==> images/pins.png <==
(4 px per um) Pins as bars across the die edge, other pins in grey.
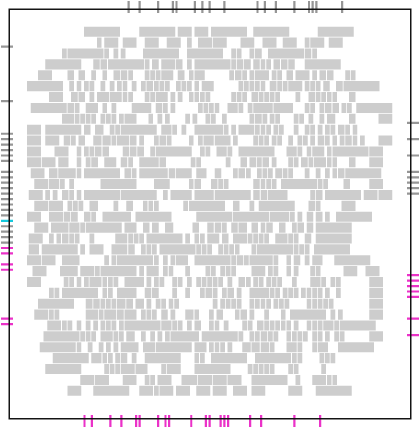
==> images/metal_stack.png <==
(4 px per um) Two of the layers only.
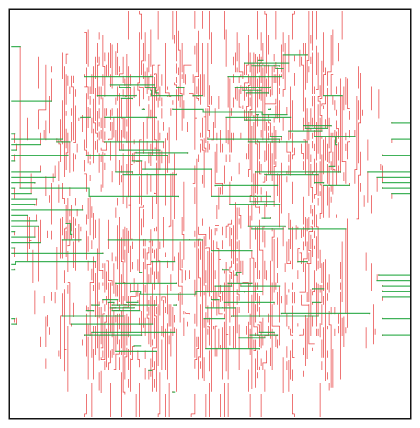
==> images/final_placement.png <==
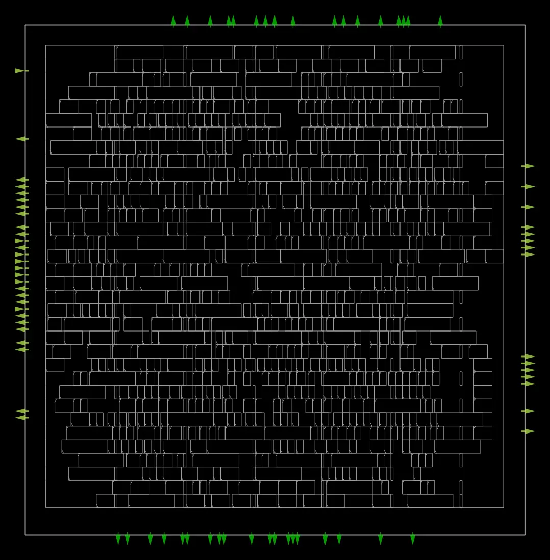
## src/rtl/l2_types_pkg.sv

```systemverilog
// rtl/l2_types_pkg.sv - shared types and constants for the L2 cache controller
package l2_types_pkg;

  typedef enum logic [1:0] {
    IDLE      = 2'd0,
    WRITEBACK = 2'd1,
    ALLOCATE  = 2'd2
  } l2_ctrl_state_t;

  localparam int NUM_WAYS = 4;

endpackage

```

## src/rtl/l2_cache_control_if.sv

```systemverilog
// rtl/l2_cache_control_if.sv - L1-side, physical-memory and datapath-enable handshake bundle
interface l2_cache_control_if;

  logic mem_read;
  logic mem_write;
  logic mem_resp;
  logic hit_any;
  logic victim_dirty;
  logic idling;
  logic alloc;
  logic writeback;
  logic lru_load;
  logic pmem_read;
  logic pmem_write;
  logic pmem_resp;

  modport master (
    input  mem_read, mem_write, hit_any, victim_dirty, pmem_resp,
    output mem_resp, idling, alloc, writeback, lru_load, pmem_read, pmem_write
  );

  modport slave (
    output mem_read, mem_write, hit_any, victim_dirty, pmem_resp,
    input  mem_resp, idling, alloc, writeback, lru_load, pmem_read, pmem_write
  );

endinterface

```

## src/rtl/l2_cache_control_sat_counter.sv

```systemverilog
// rtl/l2_cache_control_sat_counter.sv - saturating up-counter with synchronous clear
module sat_counter #(
  parameter int W = 32
) (
  input  logic         clk,
  input  logic         rst,
  input  logic         inc,
  input  logic         clr,
  output logic [W-1:0] count
);

  always_ff @(posedge clk or posedge rst) begin
    if (rst) begin
      count <= '0;
    end else if (clr) begin
      count <= '0;
    end else if (inc && (count != {W{1'b1}})) begin
      count <= count + 1'b1;
    end
  end

endmodule

```

## src/rtl/l2_cache_control.sv

```systemverilog
// rtl/l2_cache_control.sv - L2 miss/writeback/refill sequencer with hit and miss counters
module l2_cache_control
  import l2_types_pkg::*;
#(
  parameter int CNT_W = 32
) (
  input  logic                clk,
  input  logic                rst,
  l2_cache_control_if.master  bus,
  input  logic                clear_counts,
  output logic [CNT_W-1:0]    hit_count,
  output logic [CNT_W-1:0]    miss_count
);

  l2_ctrl_state_t state, state_next;
  logic refill, refill_next;
  logic req;
  logic hit_inc, miss_inc;

  assign req = bus.mem_read | bus.mem_write;

  always_ff @(posedge clk or posedge rst) begin
    if (rst) begin
      state  <= IDLE;
      refill <= 1'b0;
    end else begin
      state  <= state_next;
      refill <= refill_next;
    end
  end

  // refill marks the re-lookup after a fill so it is not counted as a first-lookup hit
  always_comb begin
    state_next  = state;
    refill_next = refill;
    case (state)
      IDLE: begin
        refill_next = 1'b0;
        if (req && !bus.hit_any) begin
          state_next = bus.victim_dirty ? WRITEBACK : ALLOCATE;
        end
      end
      WRITEBACK: begin
        if (bus.pmem_resp) state_next = ALLOCATE;
      end
      ALLOCATE: begin
        if (bus.pmem_resp) begin
          state_next  = IDLE;
          refill_next = 1'b1;
        end
      end
      default: state_next = IDLE;
    endcase
  end

  always_comb begin
    bus.idling     = 1'b0;
    bus.writeback  = 1'b0;
    bus.alloc      = 1'b0;
    bus.pmem_read  = 1'b0;
    bus.pmem_write = 1'b0;
    bus.mem_resp   = 1'b0;
    bus.lru_load   = 1'b0;
    hit_inc        = 1'b0;
    miss_inc       = 1'b0;
    case (state)
      IDLE: begin
        bus.idling   = 1'b1;
        bus.mem_resp = req & bus.hit_any & ~rst;
        bus.lru_load = req & bus.hit_any & ~rst;
        hit_inc      = req & bus.hit_any & ~refill;
        miss_inc     = req & ~bus.hit_any;
      end
      WRITEBACK: begin
        bus.writeback  = 1'b1;
        bus.pmem_write = 1'b1;
      end
      ALLOCATE: begin
        bus.alloc     = 1'b1;
        bus.pmem_read = 1'b1;
      end
      default: bus.idling = 1'b1;
    endcase
  end

  sat_counter #(.W(CNT_W)) u_hit_cnt (
    .clk   (clk),
    .rst   (rst),
    .inc   (hit_inc),
    .clr   (clear_counts),
    .count (hit_count)
  );

  sat_counter #(.W(CNT_W)) u_miss_cnt (
    .clk   (clk),
    .rst   (rst),
    .inc   (miss_inc),
    .clr   (clear_counts),
    .count (miss_count)
  );

endmodule

```

## src/flat_wrapper.sv

```systemverilog
// flat-port wrapper written by rule: the top's interface ports become plain ports
module l2_cache_control_flat import l2_types_pkg::*;
#(
  parameter int CNT_W = 32
)
  (clk, rst, clear_counts, hit_count, miss_count, bus_mem_read, bus_mem_write, bus_hit_any, bus_victim_dirty, bus_pmem_resp, bus_mem_resp, bus_idling, bus_alloc, bus_writeback, bus_lru_load, bus_pmem_read, bus_pmem_write);
  l2_cache_control_if bus_i ();
  input  logic clk;
  input  logic rst;
  input  logic clear_counts;
  output logic [CNT_W-1:0] hit_count;
  output logic [CNT_W-1:0] miss_count;
  input wire logic [$bits(bus_i.mem_read)-1:0] bus_mem_read;
  input wire logic [$bits(bus_i.mem_write)-1:0] bus_mem_write;
  input wire logic [$bits(bus_i.hit_any)-1:0] bus_hit_any;
  input wire logic [$bits(bus_i.victim_dirty)-1:0] bus_victim_dirty;
  input wire logic [$bits(bus_i.pmem_resp)-1:0] bus_pmem_resp;
  output wire logic [$bits(bus_i.mem_resp)-1:0] bus_mem_resp;
  output wire logic [$bits(bus_i.idling)-1:0] bus_idling;
  output wire logic [$bits(bus_i.alloc)-1:0] bus_alloc;
  output wire logic [$bits(bus_i.writeback)-1:0] bus_writeback;
  output wire logic [$bits(bus_i.lru_load)-1:0] bus_lru_load;
  output wire logic [$bits(bus_i.pmem_read)-1:0] bus_pmem_read;
  output wire logic [$bits(bus_i.pmem_write)-1:0] bus_pmem_write;
  assign bus_i.mem_read = bus_mem_read;
  assign bus_i.mem_write = bus_mem_write;
  assign bus_i.hit_any = bus_hit_any;
  assign bus_i.victim_dirty = bus_victim_dirty;
  assign bus_i.pmem_resp = bus_pmem_resp;
  assign bus_mem_resp = bus_i.mem_resp;
  assign bus_idling = bus_i.idling;
  assign bus_alloc = bus_i.alloc;
  assign bus_writeback = bus_i.writeback;
  assign bus_lru_load = bus_i.lru_load;
  assign bus_pmem_read = bus_i.pmem_read;
  assign bus_pmem_write = bus_i.pmem_write;
  l2_cache_control #(.CNT_W(CNT_W)) u_core (.clk(clk), .rst(rst), .bus(bus_i), .clear_counts(clear_counts), .hit_count(hit_count), .miss_count(miss_count));
endmodule
```

## config.mk

```make
export PLATFORM = sky130hd
export DESIGN_NAME = l2_cache_control_flat
export DESIGN_NICKNAME = d
export VERILOG_FILES = /design/src/rtl/l2_types_pkg.sv /design/src/rtl/l2_cache_control_if.sv /design/src/rtl/l2_cache_control_sat_counter.sv /design/src/rtl/l2_cache_control.sv /design/src/flat_wrapper.sv
export SDC_FILE = /design/constraint.sdc
export NUM_CORES = 1
export LEC_CHECK = 0
export ABC_AREA = 1
export CAP_MARGIN = 0
export CORE_AREA = 4 4 96 98
export DETAILED_ROUTE_END_ITERATION = 16
export DIE_AREA = 0 0 100 102
export GPL_ROUTABILITY_DRIVEN = 0
export GPL_TIMING_DRIVEN = 0
export PLACE_DENSITY_LB_ADDON = 0.25
export SYNTH_ARGS = -nofsm -noshare
export SYNTH_HDL_FRONTEND = slang
export SYNTH_SLANG_ARGS = --single-unit
```

## constraint.sdc

```tcl
create_clock -name clk -period 6.4 [get_ports clk]
set_input_delay 1.28 -clock clk [delete_from_list [all_inputs] [get_ports clk]]
set_output_delay 1.28 -clock clk [all_outputs]
set_load 0.03 [all_outputs]
```

==> flow_metrics.py <==
# Generated from Yosys and OpenROAD reports
metrics = {
    "outcome": {
        "status": "finished, final reports clean",
    },
    "global_routing": {
        "grt.met3_usage_pct": 6.35,
        "global_route_wire_length_before_repair_mm": 21.4,
        "grt_busiest_layer": "met2",
        "groute.usage.overall_pct": 26.0,
        "antenna_violations_before_repair": 0,
        "first_global_vias": 4607,
        "globalRouteMet1Util_pct": 35.9,
    },
    "critical_path": {
        "setup.reg_to_reg.worst_slack_ns": 4.34,
        "crit_path_top_delay_cell": "sky130_fd_sc_hd__clkdlybuf4s50_1",
        "worst_setup_path_endpoint": "bus_mem_resp",
        "cp.buffers_inverters": 4,
        "timing.rr.start": "u_core.state[0]",
        "crit_path_start": "bus_mem_write",
        "cp_slowest_stage_delay_ns": 0.66,
        "cp-start-kind": "input port",
        "worst-setup-path-type": "input port to primary output",
        "rr_worst_depth": 10,
        "critical_path.endpoint_type": "primary output",
        "worstPathArrival_ns": 2.86,
        "timing.critical_path.cells": "clkdlybuf4s50_1, nor2_1, inv_1, nand3_1, nor2_1, buf_4, clkdlybuf4s50_1",
        "worstPathRequired_ns": 5.12,
    },
    "yosys": {
        "top_area_share_pct": 35.7,
        "synth_cells": 723,
        "synth_area_leader_cell": "sky130_fd_sc_hd__dfrtp_1",
        "synth.yosys.seq_area_share_pct": 35.7,
        "synth_adder_area_share_pct": 1.33,
        "post_synth_mux_area_share_pct": 0,
        "synthTopCellsByCount": "288 x sky130_fd_sc_hd__nand2_1, 108 x sky130_fd_sc_hd__nor2_1, 73 x sky130_fd_sc_hd__nand3_1, 67 x sky130_fd_sc_hd__dfrtp_1, 66 x sky130_fd_sc_hd__inv_1",
        "yosysChipArea_sq_mm": 0.00470,
        "post_synthesis_cell_area_sq_mm": 0.00470,
        "most_common_cell": "sky130_fd_sc_hd__nand2_1",
        "yosysWarningCount": 0,
        "simple_gate_share_pct": 45.8,
        "synth-compound-area-share_pct": 4.23,
        "mappedNetlistNets": 736,
        "ys_sh_xor_pct": 4.85,
    },
    "sta": {
        "fin_skew_ns": 0.00733,
        "hold_ws_ns": 0.524,
        "setup_viol": 0,
        "final.setup.worst_slack_ns": 2.26,
        "totalNegativeSetupSlack_ns": 0,
        "finalCritPeriodShare_pct": 64.7,
        "report.final.hold_viol_count": 0,
    },
    "detailed_routing": {
        "post_drt_wl_per_cell_um": 13.9,
        "vias": 4974,
        "route.top_layer_used": "met4",
        "final_antenna_net_count": 0,
        "drc": 0,
        "m1WireLength_mm": 5.62,
        "routed-wl-met2_mm": 5.90,
        "viasPerCell": 5.39,
        "met3_wirelength_mm": 1.16,
    },
    "finish": {
        "num-nonclk-buffers": 94,
        "design_area_sq_mm": 0.00577,
        "area_growth_pct": 22.7,
        "mi_logic_area_sq_mm": 0.00264,
        "layout.sequential_cells": 67,
        "area.sequential_sq_mm": 0.00168,
        "layout_top_registers": "u_core.u_hit_cnt.count: 32 flops, u_core.u_miss_cnt.count: 32 flops, u_core.state: 2 flops",
        "seqAreaFraction_pct": 29.1,
        "non_clock_buffer_area_fraction_after_layout_pct": 15.5,
        "layout.cells.most_common": "sky130_fd_sc_hd__nand2_1",
        "fill_cells": 772,
        "num-clock-buffers": 12,
        "final_nets": 824,
    },
    "job": {
        "stage_log_warning_count": 28,
        "max_cap_violations": 0,
    },
    "placed_design": {
        "placement.cell_area_sq_mm": 0.00561,
        "dp_worst_setup_slack_ns": 2.26,
        "post-place-cells": 908,
    },
    "floorplanning": {
        "n_tap_cell": 108,
        "die_width_um": 100,
        "dieArea_sq_mm": 0.0102,
        "top_ports": 79,
        "initial_utilization_pct": 55.5,
    },
    "power": {
        "power.sequential.fraction_pct": 43.4,
        "power-per-cell-area_mw_per_mm2": 180,
        "power.largest_group": "registers",
        "switching_power_uw": 354,
        "p_comb_share_pct": 26.6,
        "power.share.clock_pct": 30.0,
    },
    "cts": {
        "clk_transition_reported_paths_ns": 0.07,
        "post-cts-setup-buffer-count": 0,
        "max-clock-path-buffers": 2,
        "cts_tree": "yes",
        "root_buffer": "sky130_fd_sc_hd__clkbuf_8",
        "htree_levels": 3,
    },
    "min_path": {
        "class_of_the_most_critical_hold_timing_path": "register to register",
        "worst_hold_path.num_cells": 2,
    },
}
-- pins.png (at the start) --
legend:
  bus_alloc:
    colour: cyan
    pins: 1
    direction: output
    edge: west
  miss_count:
    colour: magenta
    pins: 32
    direction: output
    edge: 19 south, 7 east, 6 west
all pins by edge: 28 west, 19 south, 17 north, 15 east

-- metal_stack.png (at the start) --
legend:
  met2:
    colour: red
    wire_length: 5,900 um
  met3:
    colour: green
    wire_length: 1,160 um

-- final_placement.png (at the start) --
placeable core area: 0.00847 sq mm
share of the core filled with cells: 68.1%
number of cell rows: 34

Power and IR drop assume default switching activity.
